### src/rtl/beta_decode_if.sv
// Fetch -> decode -> execute handshake bundle for the Beta decode stage.
// The fetch/execute side uses the master modport, the decode stage the slave.
interface beta_decode_if #(
    parameter int ALU_FN_W = 6
);
    logic                flush;
    logic                in_valid;
    logic                in_ready;
    logic [31:0]         in_instr;
    logic [31:0]         in_pc;
    logic                out_valid;
    logic                out_ready;
    logic [31:0]         out_pc;
    logic [ALU_FN_W-1:0] out_alu_fn;
    logic [4:0]          out_rc;
    logic [4:0]          out_ra;
    logic [4:0]          out_rb;
    logic [31:0]         out_lit;
    logic                out_use_lit;
    logic                out_wr_en;
    logic                out_mem_rd;
    logic                out_mem_wr;
    logic                out_ldr;
    logic [1:0]          out_branch;
    logic [1:0]          out_md_op;
    logic                out_illegal;

    modport master (
        output flush, in_valid, in_instr, in_pc, out_ready,
        input  in_ready, out_valid, out_pc, out_alu_fn, out_rc, out_ra, out_rb,
               out_lit, out_use_lit, out_wr_en, out_mem_rd, out_mem_wr, out_ldr,
               out_branch, out_md_op, out_illegal
    );

    modport slave (
        input  flush, in_valid, in_instr, in_pc, out_ready,
        output in_ready, out_valid, out_pc, out_alu_fn, out_rc, out_ra, out_rb,
               out_lit, out_use_lit, out_wr_en, out_mem_rd, out_mem_wr, out_ldr,
               out_branch, out_md_op, out_illegal
    );
endinterface

### src/rtl/beta_decode.sv
// Beta instruction decode stage with a two-entry (main + skid) output buffer.
// Optional feature macro: BETA_MULDIV_EN enables MUL/DIV decode (md_op);
// without it those opcodes are illegal and md_op stays 00.
//
// state    | meaning
// ST_EMPTY | no decoded entry held, out_valid = 0
// ST_ONE   | main holds an entry, skid empty, in_ready = 1
// ST_TWO   | main and skid both hold entries, in_ready = 0
module beta_decode #(
    parameter int ALU_FN_W = 6
) (
    input  logic          clk,
    input  logic          rst_n,
    beta_decode_if.slave  bus
);
    localparam logic [5:0] FN_ADD   = 6'b010000;
    localparam logic [5:0] FN_SUB   = 6'b010001;
    localparam logic [5:0] FN_CMPEQ = 6'b000001;
    localparam logic [5:0] FN_CMPLT = 6'b000010;
    localparam logic [5:0] FN_CMPLE = 6'b000011;
    localparam logic [5:0] FN_AND   = 6'b101000;
    localparam logic [5:0] FN_OR    = 6'b101110;
    localparam logic [5:0] FN_XOR   = 6'b100110;
    localparam logic [5:0] FN_XNOR  = 6'b101001;
    localparam logic [5:0] FN_SHL   = 6'b110000;
    localparam logic [5:0] FN_SHR   = 6'b110001;
    localparam logic [5:0] FN_SRA   = 6'b110011;

    typedef struct packed {
        logic [31:0]         pc;
        logic [ALU_FN_W-1:0] alu_fn;
        logic [4:0]          rc;
        logic [4:0]          ra;
        logic [4:0]          rb;
        logic [31:0]         lit;
        logic                use_lit;
        logic                wr_en;
        logic                mem_rd;
        logic                mem_wr;
        logic                ldr;
        logic [1:0]          branch;
        logic [1:0]          md_op;
        logic                illegal;
    } ctrl_t;

    typedef enum logic [1:0] {
        ST_EMPTY = 2'd0,
        ST_ONE   = 2'd1,
        ST_TWO   = 2'd2
    } state_t;

    // Opcode -> control word. Rc = 31 is the zero register, so writes to it
    // are suppressed for every writing instruction.
    function automatic ctrl_t decode(input logic [31:0] instr, input logic [31:0] pc);
        ctrl_t      c;
        logic [5:0] op;
        logic       rc_live;
        op      = instr[31:26];
        rc_live = (instr[25:21] != 5'd31);
        c         = '0;
        c.pc      = pc;
        c.alu_fn  = FN_ADD;
        c.rc      = instr[25:21];
        c.ra      = instr[20:16];
        c.rb      = instr[15:11];
        c.lit     = {{16{instr[15]}}, instr[15:0]};
        if (op[5]) begin
            // 0x20-0x2F register forms, 0x30-0x3F literal forms of the same op
            c.use_lit = op[4];
            c.wr_en   = rc_live;
            case (op[3:0])
                4'h0: c.alu_fn = FN_ADD;
                4'h1: c.alu_fn = FN_SUB;
`ifdef BETA_MULDIV_EN
                4'h2: c.md_op  = 2'b01;
                4'h3: c.md_op  = 2'b10;
`endif
                4'h4: c.alu_fn = FN_CMPEQ;
                4'h5: c.alu_fn = FN_CMPLT;
                4'h6: c.alu_fn = FN_CMPLE;
                4'h8: c.alu_fn = FN_AND;
                4'h9: c.alu_fn = FN_OR;
                4'hA: c.alu_fn = FN_XOR;
                4'hB: c.alu_fn = FN_XNOR;
                4'hC: c.alu_fn = FN_SHL;
                4'hD: c.alu_fn = FN_SHR;
                4'hE: c.alu_fn = FN_SRA;
                default: begin
                    c.illegal = 1'b1;
                    c.use_lit = 1'b0;
                    c.wr_en   = 1'b0;
                end
            endcase
        end else begin
            case (op)
                6'h18: begin
                    c.use_lit = 1'b1;
                    c.mem_rd  = 1'b1;
                    c.wr_en   = rc_live;
                end
                6'h19: begin
                    // store data register travels on the rb specifier
                    c.use_lit = 1'b1;
                    c.mem_wr  = 1'b1;
                    c.rb      = instr[25:21];
                end
                6'h1B: begin
                    c.branch = 2'b11;
                    c.wr_en  = rc_live;
                end
                6'h1C: begin
                    c.branch = 2'b01;
                    c.wr_en  = rc_live;
                end
                6'h1D: begin
                    c.branch = 2'b10;
                    c.wr_en  = rc_live;
                end
                6'h1F: begin
                    c.ldr     = 1'b1;
                    c.mem_rd  = 1'b1;
                    c.use_lit = 1'b1;
                    c.wr_en   = rc_live;
                end
                default: c.illegal = 1'b1;
            endcase
        end
        return c;
    endfunction

    state_t state_q, state_d;
    ctrl_t  main_q, main_d;
    ctrl_t  skid_q, skid_d;
    ctrl_t  dec;
    logic   accept;
    logic   drain;

    // in_ready comes straight from the state flop, so out_ready never
    // reaches fetch combinationally.
    assign bus.in_ready = (state_q != ST_TWO);
    assign accept       = bus.in_valid & bus.in_ready;
    assign drain        = (state_q != ST_EMPTY) & bus.out_ready;
    assign dec          = decode(bus.in_instr, bus.in_pc);

    // Buffer state register and data registers.
    always_ff @(posedge clk) begin
        if (!rst_n) begin
            state_q <= ST_EMPTY;
            main_q  <= '0;
            skid_q  <= '0;
        end else begin
            state_q <= state_d;
            main_q  <= main_d;
            skid_q  <= skid_d;
        end
    end

    // Next-state: flush wins, then refill main from skid or input, else park in skid.
    always_comb begin
        state_d = state_q;
        main_d  = main_q;
        skid_d  = skid_q;
        if (bus.flush) begin
            state_d = ST_EMPTY;
        end else begin
            case (state_q)
                ST_EMPTY: begin
                    if (accept) begin
                        main_d  = dec;
                        state_d = ST_ONE;
                    end
                end
                ST_ONE: begin
                    case ({accept, drain})
                        2'b10: begin
                            skid_d  = dec;
                            state_d = ST_TWO;
                        end
                        2'b11: main_d  = dec;
                        2'b01: state_d = ST_EMPTY;
                        default: ;
                    endcase
                end
                ST_TWO: begin
                    if (drain) begin
                        main_d  = skid_q;
                        state_d = ST_ONE;
                    end
                end
                default: state_d = ST_EMPTY;
            endcase
        end
    end

    assign bus.out_valid   = (state_q != ST_EMPTY);
    assign bus.out_pc      = main_q.pc;
    assign bus.out_alu_fn  = main_q.alu_fn;
    assign bus.out_rc      = main_q.rc;
    assign bus.out_ra      = main_q.ra;
    assign bus.out_rb      = main_q.rb;
    assign bus.out_lit     = main_q.lit;
    assign bus.out_use_lit = main_q.use_lit;
    assign bus.out_wr_en   = main_q.wr_en;
    assign bus.out_mem_rd  = main_q.mem_rd;
    assign bus.out_mem_wr  = main_q.mem_wr;
    assign bus.out_ldr     = main_q.ldr;
    assign bus.out_branch  = main_q.branch;
    assign bus.out_md_op   = main_q.md_op;
    assign bus.out_illegal = main_q.illegal;
endmodule

### src/flat_wrapper.sv
// flat-port wrapper written by rule: the top's interface ports become plain ports
module beta_decode_flat 
#(
    parameter int ALU_FN_W = 6
)
  (clk, rst_n, bus_flush, bus_in_valid, bus_in_instr, bus_in_pc, bus_out_ready, bus_in_ready, bus_out_valid, bus_out_pc, bus_out_alu_fn, bus_out_rc, bus_out_ra, bus_out_rb, bus_out_lit, bus_out_use_lit, bus_out_wr_en, bus_out_mem_rd, bus_out_mem_wr, bus_out_ldr, bus_out_branch, bus_out_md_op, bus_out_illegal);
  beta_decode_if #(.ALU_FN_W(ALU_FN_W)) bus_i ();
  input  logic clk;
  input  logic rst_n;
  input wire logic [$bits(bus_i.flush)-1:0] bus_flush;
  input wire logic [$bits(bus_i.in_valid)-1:0] bus_in_valid;
  input wire logic [$bits(bus_i.in_instr)-1:0] bus_in_instr;
  input wire logic [$bits(bus_i.in_pc)-1:0] bus_in_pc;
  input wire logic [$bits(bus_i.out_ready)-1:0] bus_out_ready;
  output wire logic [$bits(bus_i.in_ready)-1:0] bus_in_ready;
  output wire logic [$bits(bus_i.out_valid)-1:0] bus_out_valid;
  output wire logic [$bits(bus_i.out_pc)-1:0] bus_out_pc;
  output wire logic [$bits(bus_i.out_alu_fn)-1:0] bus_out_alu_fn;
  output wire logic [$bits(bus_i.out_rc)-1:0] bus_out_rc;
  output wire logic [$bits(bus_i.out_ra)-1:0] bus_out_ra;
  output wire logic [$bits(bus_i.out_rb)-1:0] bus_out_rb;
  output wire logic [$bits(bus_i.out_lit)-1:0] bus_out_lit;
  output wire logic [$bits(bus_i.out_use_lit)-1:0] bus_out_use_lit;
  output wire logic [$bits(bus_i.out_wr_en)-1:0] bus_out_wr_en;
  output wire logic [$bits(bus_i.out_mem_rd)-1:0] bus_out_mem_rd;
  output wire logic [$bits(bus_i.out_mem_wr)-1:0] bus_out_mem_wr;
  output wire logic [$bits(bus_i.out_ldr)-1:0] bus_out_ldr;
  output wire logic [$bits(bus_i.out_branch)-1:0] bus_out_branch;
  output wire logic [$bits(bus_i.out_md_op)-1:0] bus_out_md_op;
  output wire logic [$bits(bus_i.out_illegal)-1:0] bus_out_illegal;
  assign bus_i.flush = bus_flush;
  assign bus_i.in_valid = bus_in_valid;
  assign bus_i.in_instr = bus_in_instr;
  assign bus_i.in_pc = bus_in_pc;
  assign bus_i.out_ready = bus_out_ready;
  assign bus_in_ready = bus_i.in_ready;
  assign bus_out_valid = bus_i.out_valid;
  assign bus_out_pc = bus_i.out_pc;
  assign bus_out_alu_fn = bus_i.out_alu_fn;
  assign bus_out_rc = bus_i.out_rc;
  assign bus_out_ra = bus_i.out_ra;
  assign bus_out_rb = bus_i.out_rb;
  assign bus_out_lit = bus_i.out_lit;
  assign bus_out_use_lit = bus_i.out_use_lit;
  assign bus_out_wr_en = bus_i.out_wr_en;
  assign bus_out_mem_rd = bus_i.out_mem_rd;
  assign bus_out_mem_wr = bus_i.out_mem_wr;
  assign bus_out_ldr = bus_i.out_ldr;
  assign bus_out_branch = bus_i.out_branch;
  assign bus_out_md_op = bus_i.out_md_op;
  assign bus_out_illegal = bus_i.out_illegal;
  beta_decode #(.ALU_FN_W(ALU_FN_W)) u_core (.clk(clk), .rst_n(rst_n), .bus(bus_i));
endmodule
### config.mk
export PLATFORM = sky130hd
export DESIGN_NAME = beta_decode_flat
export DESIGN_NICKNAME = d
export VERILOG_FILES = /design/src/rtl/beta_decode_if.sv /design/src/rtl/beta_decode.sv /design/src/flat_wrapper.sv
export SDC_FILE = /design/constraint.sdc
export NUM_CORES = 1
export LEC_CHECK = 0
export CAP_MARGIN = 20
export CORE_ASPECT_RATIO = 2
export CORE_MARGIN = 5
export CORE_UTILIZATION = 40
export DETAILED_ROUTE_END_ITERATION = 6
export PLACE_DENSITY = 0.67
export SYNTH_ARGS = -nofsm -noshare
export SYNTH_HDL_FRONTEND = slang
export SYNTH_SLANG_ARGS = --single-unit
### constraint.sdc
create_clock -name clk -period 1.95 [get_ports clk]
set_input_delay 0.39 -clock clk [delete_from_list [all_inputs] [get_ports clk]]
set_output_delay 0.39 -clock clk [all_outputs]
set_load 0.02 [all_outputs]
==> summary.txt, run 1 <==
Synthesis and PnR results.

- In the placement report, post-DP HPWL is listed as around 12,000 um.
- The pin count of the biggest net entering global routing reads roughly 80.
- The wire length of the first global-routing pass is a little over 30,000 um.
- The flow ran to the end, and the final reports show no timing, DRC or antenna violations.
- The capturing element of the worst setup path is bus_out_valid.
- The proportion of synthesized chip area in sequential cells is 0.4528.
- The post-synthesis share of cell area spent on xor and xnor gates reads 0.002540.
- The initial antenna violation count is 0.
- The required time at the worst-slack endpoint is roughly 1600 ps.
- In this run the tool buffered the top-level ports with between 150 and 200 buffer cells.
- The number of buffers on the longest clock path reads 2.
- After clock tree synthesis, the flow added hold-fix buffers numbering 0.
- Setup repair after global routing left no endpoint under its margin.
- The synthesized netlist contains 48 unique library cells.
- The register with the highest flop count reads u_core.skid_q.
- Post-CTS repair changed the size of 20 cells.
- STA classifies the critical path startpoint as a flop.
- In this run, the synthesized area fraction spent on AND-OR/OR-AND gates is recorded as 0.2349.
- The mux share of post-synthesis cell area reads 0.008708.
- Post-CTS timing repair inserted 0 buffers for setup.
- The total number of multi-input combinational cells reads ~600.
- The top cell type in the final layout, fill and taps aside, is sky130_fd_sc_hd__nand2_1.
- The number of signal-net inverters in the final layout is 3.
- The number of vias in the routed layout is roughly 6,300.
- The post-synthesis instance total reads 836.
- Dividing the detail-routed via count by the number of cells gives 5.193.
- The layout sequential cell count reads 156.
- As reported, the later end of the worst-skew pair has a clock insertion delay of around 420 ps.
- The dominant non-sequential cell family after synthesis is AND-OR/OR-AND gates.
- The die covers 20,130 um2.
- The flip-flop and latch count after synthesis reads about 160.
- The count of library flops with an enable pin reads 0.
- The biggest area consumer among cell classes is multi-input combinational cells.
- The startpoint identified for the worst hold timing path is rst_n.
- The row count is around 70.
- Per the cell usage report, the commonest logic cells after layout are 263 x sky130_fd_sc_hd__nand2_1, 154 x sky130_fd_sc_hd__dfxtp_1, 143 x sky130_fd_sc_hd__clkdlybuf4s50_1, 69 x sky130_fd_sc_hd__nand3_1, 68 x sky130_fd_sc_hd__o211a_1.
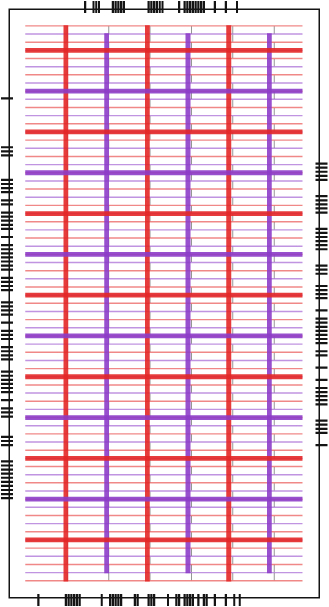
run_1/floorplan.png
(3 px per um) Pins as bars on the die edge. Tap cells in gray.
VSS: in red. VDD: in purple.
The core has 68 rows. 69 met1 rails follow the rows. 13 straps on met5. 166 signal pins sit on the boundary. 210 tap cells.
maximum ir drop on the vdd rail: 609.4 uV
width of the die: 102.9 um
core box area: 17,100 um2
Vert. Die Dim: 195.7 um

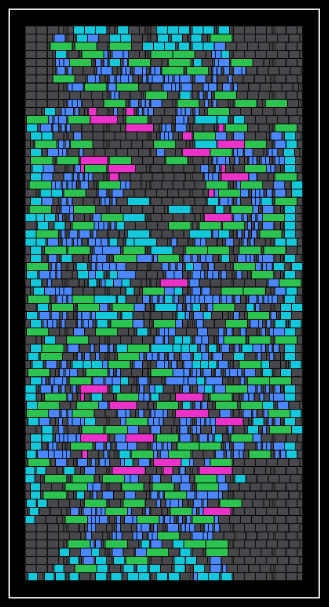
run_1/class_map.png
(3 px per um) Fill, decap, tap and diode cells in gray.
remaining logic cells: in blue, cells 590, share of their area 36%. clock drivers and dummy loads: in magenta, cells 31, share of their area 6.3%. remaining buffers and delay cells: in cyan, cells 222, share of their area 24%. registers: in green, cells 156, share of their area 34%.
post-route core utilization: 0.5566
share of cell area taken by flip-flops and latches: 0.3283
post-layout instance area: 9519 um2

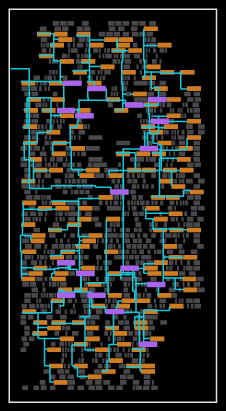
run_1/clock_wires.png
(2 px per um)
clock wires: in cyan, length 1,920 um. clock-net drivers: in purple, count 17. flip-flops: in orange, count 156.
Position of the flops: widely spread. There are 18 routed clock nets.
clk_skew: 7.793 ps
clock network power share: 0.424

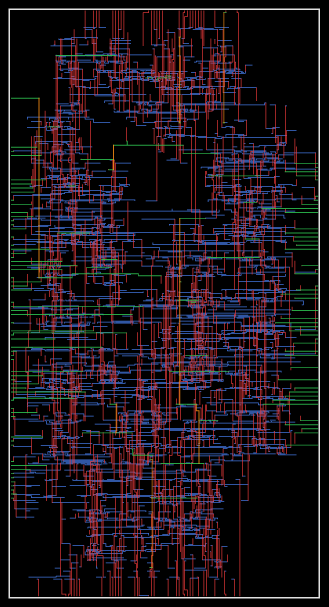
run_1/layers.png
(3 px per um)
M2: in red, wire length 8,410 um. M4: in orange, wire length 261 um. M1: in blue, wire length 8,030 um. M3: in green, wire length 1,210 um.
Overall Global Routing Usage: 0.1867
post-DR wirelength/cell: 14.82 um
total wirelength of the detailed-routed design: 17,920 um

==> inputs of run 2 (changes only) <==
--- a/config.mk
+++ b/config.mk
@@ -5,11 +5,13 @@
 export SDC_FILE = /design/constraint.sdc
 export NUM_CORES = 1
 export LEC_CHECK = 0
+export ABC_CLOCK_PERIOD_IN_PS = 1950
 export CAP_MARGIN = 20
 export CORE_ASPECT_RATIO = 2
 export CORE_MARGIN = 5
 export CORE_UTILIZATION = 40
 export DETAILED_ROUTE_END_ITERATION = 6
+export GPL_TIMING_DRIVEN = 0
 export PLACE_DENSITY = 0.67
 export SYNTH_ARGS = -nofsm -noshare
 export SYNTH_HDL_FRONTEND = slang
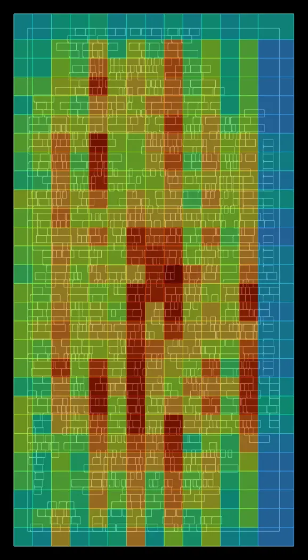
run_2/congestion_map.png
post-route core utilization: 0.5516
grt met1 use: 0.2527
Most Used Layer, Global Route: met2

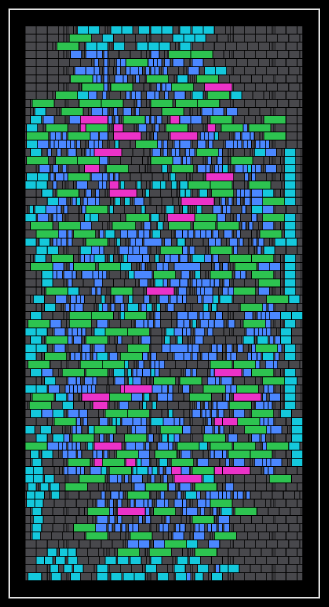
run_2/class_map.png
(3 px per um) Fill, decap, tap and diode cells in gray.
post-layout instance area: 9433 um2
# rows: 68
share of cell area taken by flip-flops and latches: 0.3317

==> run 2 against run 1 <==
Compared with the run above:
- the flow now finishes with violations (setup timing)
- sequential share of layout area up 0.34 points
- sequential cell count stayed put
- clock power fell by 1%
- worst hold slack improved by 44 ps
- die area unchanged
- via count increased by 3.6%
- routed wire length up 17%
- final cell count increased by 2.6%
- first-iteration DRC count up 32%
- worst setup slack worse by 140 ps
- combinational power about the same
- critical endpoint is now u_core.bus.out_rb[0]
==> summary.txt, run 2 <==
Synthesis and PnR results.

- Run status: finished with violations (was complete, no violations).
- The checks that failed: setup timing.
- The proportion of synthesized chip area in sequential cells was 0.4528 (unchanged).
- The layout sequential cell count is 156 (unchanged).
- The number of setup violations in the final report reads 1 (was 0).
- The number of distinct library cells after synthesis reads 48 (unchanged).
- The and-or/or-and share of the synthesized area was 0.2349 (unchanged).
- The number of gates given a new drive strength after cts is 33 (was 20).
- The number of buffers inserted for hold repair after clock tree synthesis reads 0 (unchanged).
- The sum of routed wire length over all layers is 20,960 um (was 17,920 um).
- The post-synthesis instance total is 836 (unchanged).
- The die span in y reads 195.7 um (unchanged).
- The power share of the clock group is 0.419 (was 0.424).
- The wire length of the first global-routing pass reads 33,250 um (was 30,710 um).
- The number of vias in the routed layout is 6,503 (was 6,278).
- The number of signal-net inverters in the final layout reads 3 (unchanged).
- The horizontal extent of the die came to 102.9 um (unchanged).
- The flip-flop and latch count after synthesis is 156 (unchanged).
- The post-synthesis share of cell area spent on xor and xnor gates reads 0.002540 (unchanged).
- The biggest area consumer among cell classes is multi-input combinational cells (unchanged).
- The number of buffers on the longest clock path is 2 (unchanged).
- The required time at the worst-slack endpoint reads 2280 ps (was 1560 ps).
- The wire length per cell after detailed routing was 16.89 um (was 14.82 um).
- The initial antenna violation count is 0 (unchanged).
- The final worst setup slack is -5.413 ps (was 135.7 ps).
- The dominant non-sequential cell family after synthesis is AND-OR/OR-AND gates (unchanged).
- The pin count of the biggest net entering global routing is 19 (was 78).
- The chip area reads 20,130 um2 (unchanged).
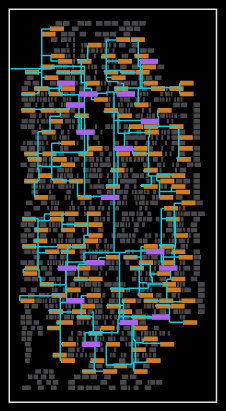
run_2/clock_wires.png
(2 px per um)
clock-net drivers: in purple, count 17. clock wires: in cyan, length 2,000 um. flip-flops: in orange, count 156.
There are 18 routed clock nets. Position of the flops: widely spread.
clk_skew: 6.996 ps
clk ins delay skew pair: 430 ps
power in the clock group: 0.00325 W

Power is estimated from default activity; no workload was simulated.
